pdn.png
Scale bar: 20 um. Pins as bars on the die edge.
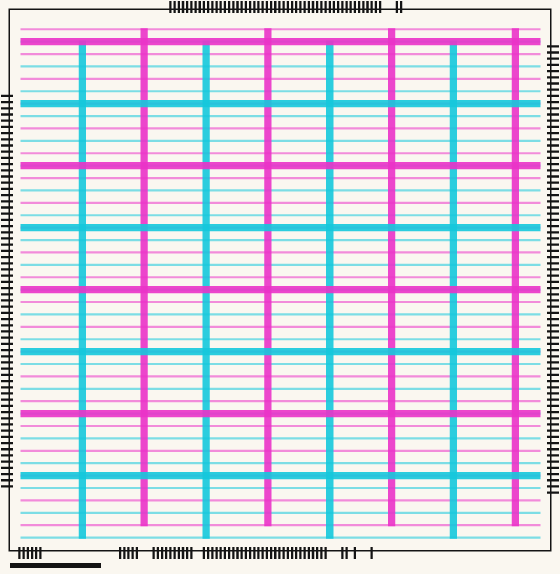
metal_stack.png
Scale bar: 20 um. Only two layers are drawn.
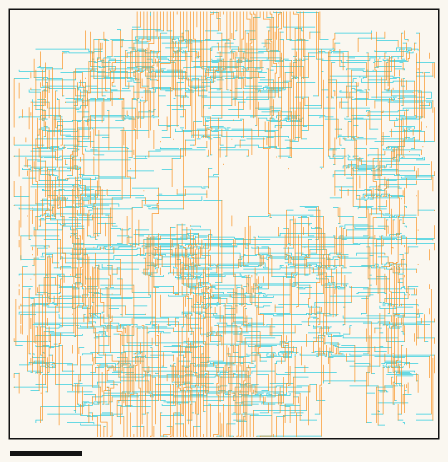
met3.png
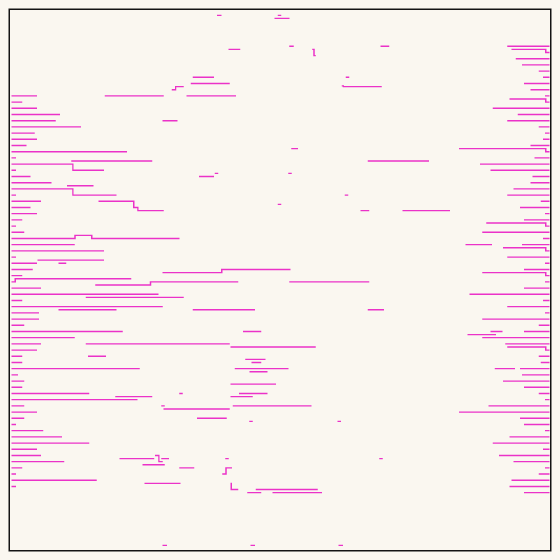
met2.png
Scale bar: 20 um.
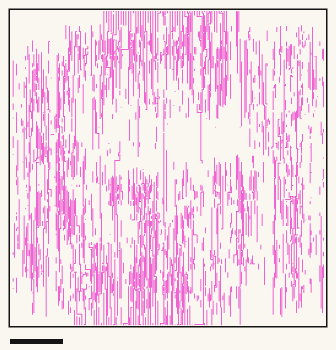
final_clocks.png
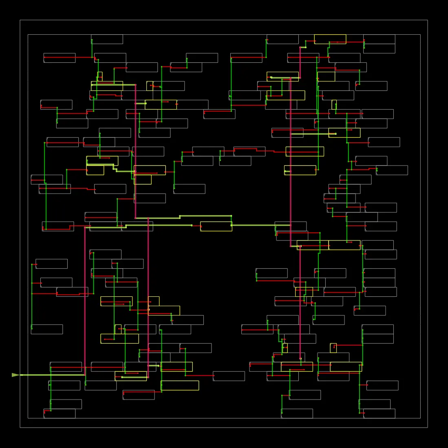
$ cat src/rtl/alu_issue_ctrl.sv
// Issue controller between register read and writeback: decodes a MIPS instruction,
// drives the ALU for one or MULDIV_CYCLES cycles, then offers a single writeback/branch result.
module alu_issue_ctrl #(
    parameter int unsigned MULDIV_CYCLES = 4
) (
    input  logic        clk,
    input  logic        rst_n,
    input  logic        instr_valid,
    output logic        instr_ready,
    input  logic [31:0] instr,
    input  logic [31:0] rs_data,
    input  logic [31:0] rt_data,
    output logic [3:0]  alu_opselect,
    output logic [31:0] alu_x,
    output logic [31:0] alu_y,
    input  logic [31:0] alu_res,
    input  logic        alu_v,
    input  logic        alu_zero,
    output logic        wb_valid,
    input  logic        wb_ready,
    output logic        wb_we,
    output logic [4:0]  wb_rd,
    output logic [31:0] wb_data,
    output logic        br_taken,
    output logic        exc_ovf,
    output logic        exc_illegal
);

    localparam int unsigned CW = (MULDIV_CYCLES > 1) ? $clog2(MULDIV_CYCLES) : 1;

    typedef enum logic [1:0] {StIdle, StExec, StDone} state_e;

    state_e        state_q;
    logic [CW-1:0] cnt_q;
    logic          we_q, ovf_en_q, beq_q;

    logic [5:0]  opcode, funct;
    logic [31:0] imm_sext, imm_zext, shamt_zext;
    logic [3:0]  d_op;
    logic [31:0] d_x, d_y;
    logic [4:0]  d_rd;
    logic        d_we, d_ovf_en, d_beq, d_muldiv, d_ill;

    // Branches use alu_res[0]; the zero flag and the rs field are not needed here.
    logic [5:0] unused_bits;
    assign unused_bits = {alu_zero, instr[25:21]};

    assign opcode     = instr[31:26];
    assign funct      = instr[5:0];
    assign imm_sext   = {{16{instr[15]}}, instr[15:0]};
    assign imm_zext   = {16'h0000, instr[15:0]};
    assign shamt_zext = {27'd0, instr[10:6]};

    always_comb begin
        d_op     = 4'b0000;
        d_x      = rs_data;
        d_y      = rt_data;
        d_rd     = instr[20:16];
        d_we     = 1'b1;
        d_ovf_en = 1'b0;
        d_beq    = 1'b0;
        d_muldiv = 1'b0;
        d_ill    = 1'b0;
        unique case (opcode)
            6'h00: begin
                d_rd = instr[15:11];
                unique case (funct)
                    6'h20: begin d_op = 4'b0000; d_ovf_en = 1'b1; end
                    6'h22: begin d_op = 4'b0001; d_ovf_en = 1'b1; end
                    6'h18: begin d_op = 4'b0010; d_muldiv = 1'b1; end
                    6'h1A: begin d_op = 4'b0011; d_muldiv = 1'b1; end
                    6'h00: begin d_op = 4'b0100; d_x = rt_data; d_y = shamt_zext; end
                    6'h02: begin d_op = 4'b0101; d_x = rt_data; d_y = shamt_zext; end
                    6'h2A: d_op = 4'b0111;
                    6'h24: d_op = 4'b1001;
                    6'h25: d_op = 4'b1010;
                    6'h27: d_op = 4'b1100;
                    default: d_ill = 1'b1;
                endcase
            end
            6'h08: begin d_op = 4'b0000; d_y = imm_sext; d_ovf_en = 1'b1; end
            6'h0A: begin d_op = 4'b0111; d_y = imm_sext; end
            6'h0C: begin d_op = 4'b1001; d_y = imm_zext; end
            6'h0D: begin d_op = 4'b1010; d_y = imm_zext; end
            6'h04: begin d_op = 4'b1000; d_we = 1'b0; d_beq = 1'b1; end
            default: d_ill = 1'b1;
        endcase
        if (d_ill) begin
            d_op     = 4'b0000;
            d_x      = '0;
            d_y      = '0;
            d_rd     = '0;
            d_we     = 1'b0;
            d_ovf_en = 1'b0;
            d_beq    = 1'b0;
            d_muldiv = 1'b0;
        end
        // r0 is hardwired, never write it
        if (d_rd == 5'd0) d_we = 1'b0;
    end

    always_ff @(posedge clk or negedge rst_n) begin
        if (!rst_n) begin
            state_q      <= StIdle;
            cnt_q        <= '0;
            we_q         <= 1'b0;
            ovf_en_q     <= 1'b0;
            beq_q        <= 1'b0;
            instr_ready  <= 1'b1;
            alu_opselect <= 4'b0000;
            alu_x        <= '0;
            alu_y        <= '0;
            wb_valid     <= 1'b0;
            wb_we        <= 1'b0;
            wb_rd        <= '0;
            wb_data      <= '0;
            br_taken     <= 1'b0;
            exc_ovf      <= 1'b0;
            exc_illegal  <= 1'b0;
        end else begin
            unique case (state_q)
                StIdle: begin
                    if (instr_valid) begin
                        alu_opselect <= d_op;
                        alu_x        <= d_x;
                        alu_y        <= d_y;
                        wb_rd        <= d_rd;
                        we_q         <= d_we;
                        ovf_en_q     <= d_ovf_en;
                        beq_q        <= d_beq;
                        cnt_q        <= d_muldiv ? CW'(MULDIV_CYCLES - 1) : '0;
                        instr_ready  <= 1'b0;
                        wb_we        <= 1'b0;
                        wb_data      <= '0;
                        br_taken     <= 1'b0;
                        exc_ovf      <= 1'b0;
                        exc_illegal  <= d_ill;
                        if (d_ill) begin
                            wb_valid <= 1'b1;
                            state_q  <= StDone;
                        end else begin
                            state_q  <= StExec;
                        end
                    end
                end
                StExec: begin
                    if (cnt_q == '0) begin
                        wb_data  <= alu_res;
                        wb_we    <= we_q & ~(ovf_en_q & alu_v);
                        exc_ovf  <= ovf_en_q & alu_v;
                        br_taken <= beq_q & alu_res[0];
                        wb_valid <= 1'b1;
                        state_q  <= StDone;
                    end else begin
                        cnt_q <= cnt_q - 1'b1;
                    end
                end
                StDone: begin
                    if (wb_ready) begin
                        wb_valid    <= 1'b0;
                        instr_ready <= 1'b1;
                        state_q     <= StIdle;
                    end
                end
                default: state_q <= StIdle;
            endcase
        end
    end

endmodule

$ cat config.mk
export PLATFORM = sky130hd
export DESIGN_NAME = alu_issue_ctrl
export DESIGN_NICKNAME = d
export VERILOG_FILES = /design/src/rtl/alu_issue_ctrl.sv
export SDC_FILE = /design/constraint.sdc
export NUM_CORES = 1
export LEC_CHECK = 0
export CAP_MARGIN = 20
export CORE_MARGIN = 2
export CORE_UTILIZATION = 42
export DETAILED_ROUTE_END_ITERATION = 8
export PLACE_DENSITY = 0.8
export SYNTH_ARGS = -nofsm -noshare
export SYNTH_HDL_FRONTEND = slang
export SYNTH_SLANG_ARGS = --single-unit
$ cat constraint.sdc
create_clock -name clk -period 2.45 [get_ports clk]
set_input_delay 0.3675 -clock clk [delete_from_list [all_inputs] [get_ports clk]]
set_output_delay 0.3675 -clock clk [all_outputs]
set_load 0.02 [all_outputs]
==> run_summary.xml <==
<?xml version="1.0" encoding="UTF-8"?>
<metrics>
  <group name="outcome">
    <metric name="run_status" unit="">complete, no violations</metric>
  </group>
  <group name="pwr">
    <metric name="p_leak" unit="uW">0.00390</metric>
    <metric name="power.switching" unit="uW">1590</metric>
    <metric name="sw_frac_of_total" unit="%">26.3</metric>
    <metric name="clkPwrFrac" unit="%">43.8</metric>
    <metric name="dominant_power_group" unit="">clock</metric>
  </group>
  <group name="sta">
    <metric name="rsz0062_at_grt" unit="">no</metric>
    <metric name="clock.fmax" unit="MHz">471</metric>
    <metric name="slew_headroom" unit="%">55.1</metric>
    <metric name="setup_tns" unit="ps">0</metric>
  </group>
  <group name="route">
    <metric name="drc" unit="">0</metric>
    <metric name="wl_met1" unit="um">7200</metric>
    <metric name="drtAntennaViolNets" unit="">0</metric>
  </group>
  <group name="global_routing">
    <metric name="grt_antenna_before_repair" unit="">0</metric>
    <metric name="grt_util_all_layers" unit="%">26.1</metric>
  </group>
  <group name="place">
    <metric name="place_inst" unit="">984</metric>
    <metric name="dpl.hpwl" unit="um">12800</metric>
  </group>
  <group name="setup_path">
    <metric name="reg2reg_depth" unit="">5</metric>
    <metric name="timing.critical_path.required" unit="ps">2780</metric>
    <metric name="critPathCaptureType" unit="">flop</metric>
    <metric name="worst_r2r_startpoint" unit="">state_q[0]$_DFFE_PN0P_</metric>
    <metric name="crit_chain" unit="">clkdlybuf4s50_1, buf_4, nor2_1, nand3_1, a31o_2, a211o_2, buf_12, o21ai_1</metric>
  </group>
  <group name="min_path">
    <metric name="hold_path.class" unit="">input pin to asynchronous set/reset pin</metric>
  </group>
  <group name="yosys">
    <metric name="synth_area" unit="um2">5500</metric>
    <metric name="total_number_of_yosys_warnings" unit="">0</metric>
    <metric name="synth_compound_gate_area_share" unit="%">16.4</metric>
    <metric name="synth.largest_area_cell" unit="">dfrtp_1</metric>
    <metric name="synth-cells-yosys" unit="">584</metric>
    <metric name="postSynth.topFlopCell" unit="">dfrtp_1</metric>
    <metric name="yosysUniqueCellTypes" unit="">46</metric>
    <metric name="fraction_of_post_synthesis_cell_area_in_the_top_cell_type_by_area" unit="%">53.2</metric>
  </group>
  <group name="layout">
    <metric name="insertedDiodeCount" unit="">0</metric>
    <metric name="finish.cell_count_without_fillers" unit="">1016</metric>
    <metric name="layout.core_utilization" unit="%">69.6</metric>
    <metric name="synthToLayoutAreaGrowth" unit="%">61.0</metric>
    <metric name="nNonClkInverters" unit="">6</metric>
    <metric name="layout_top_cell_excl_fill_tap" unit="">clkdlybuf4s50_1</metric>
  </group>
  <group name="run">
    <metric name="max-cap-violations" unit="">0</metric>
  </group>
  <group name="clock_network">
    <metric name="clkTransAtPathRegs" unit="ps">60</metric>
    <metric name="cts_setup_buffers" unit="">0</metric>
    <metric name="cts_htree_levels" unit="">4</metric>
  </group>
</metrics>
## Picture notes: pdn.png
[VSS] cyan
[VDD] magenta
met5 straps: 8
signal pins: 245
met1 rails: 42
met4 straps: 8
rows: 41
Die Span Y: 118 um
Max rail drop VDD: 0.389 mV
die outline width: 118 um
standard cell core area: 12,700 um2

## Picture notes: metal_stack.png
[met1] cyan | wire length: 7,200 um
[met2] orange | wire length: 8,540 um
number of vias after detailed routing: 5,458
Total Routed Length: 17,800 um

## Picture notes: met3.png
longest straight run: 32.9 um
nets with wire on the layer: 181
share of all routed wire: 8.8%
met3 demand-to-capacity share in global routing: 8.30%

## Picture notes: met2.png
main direction: vertical
wire length on this layer: 8,540 um
longest straight run: 46.6 um
share of all routed wire: 48%
GR Util met2: 42.6%

## Picture notes: final_clocks.png
total of clock buffers placed in the layout: 24
clock latency on the worst-skew pair: 410 ps
flop count: 118
TritonCTS sink count: 118

No activity file was given, so power comes from the tool's default toggle rates.
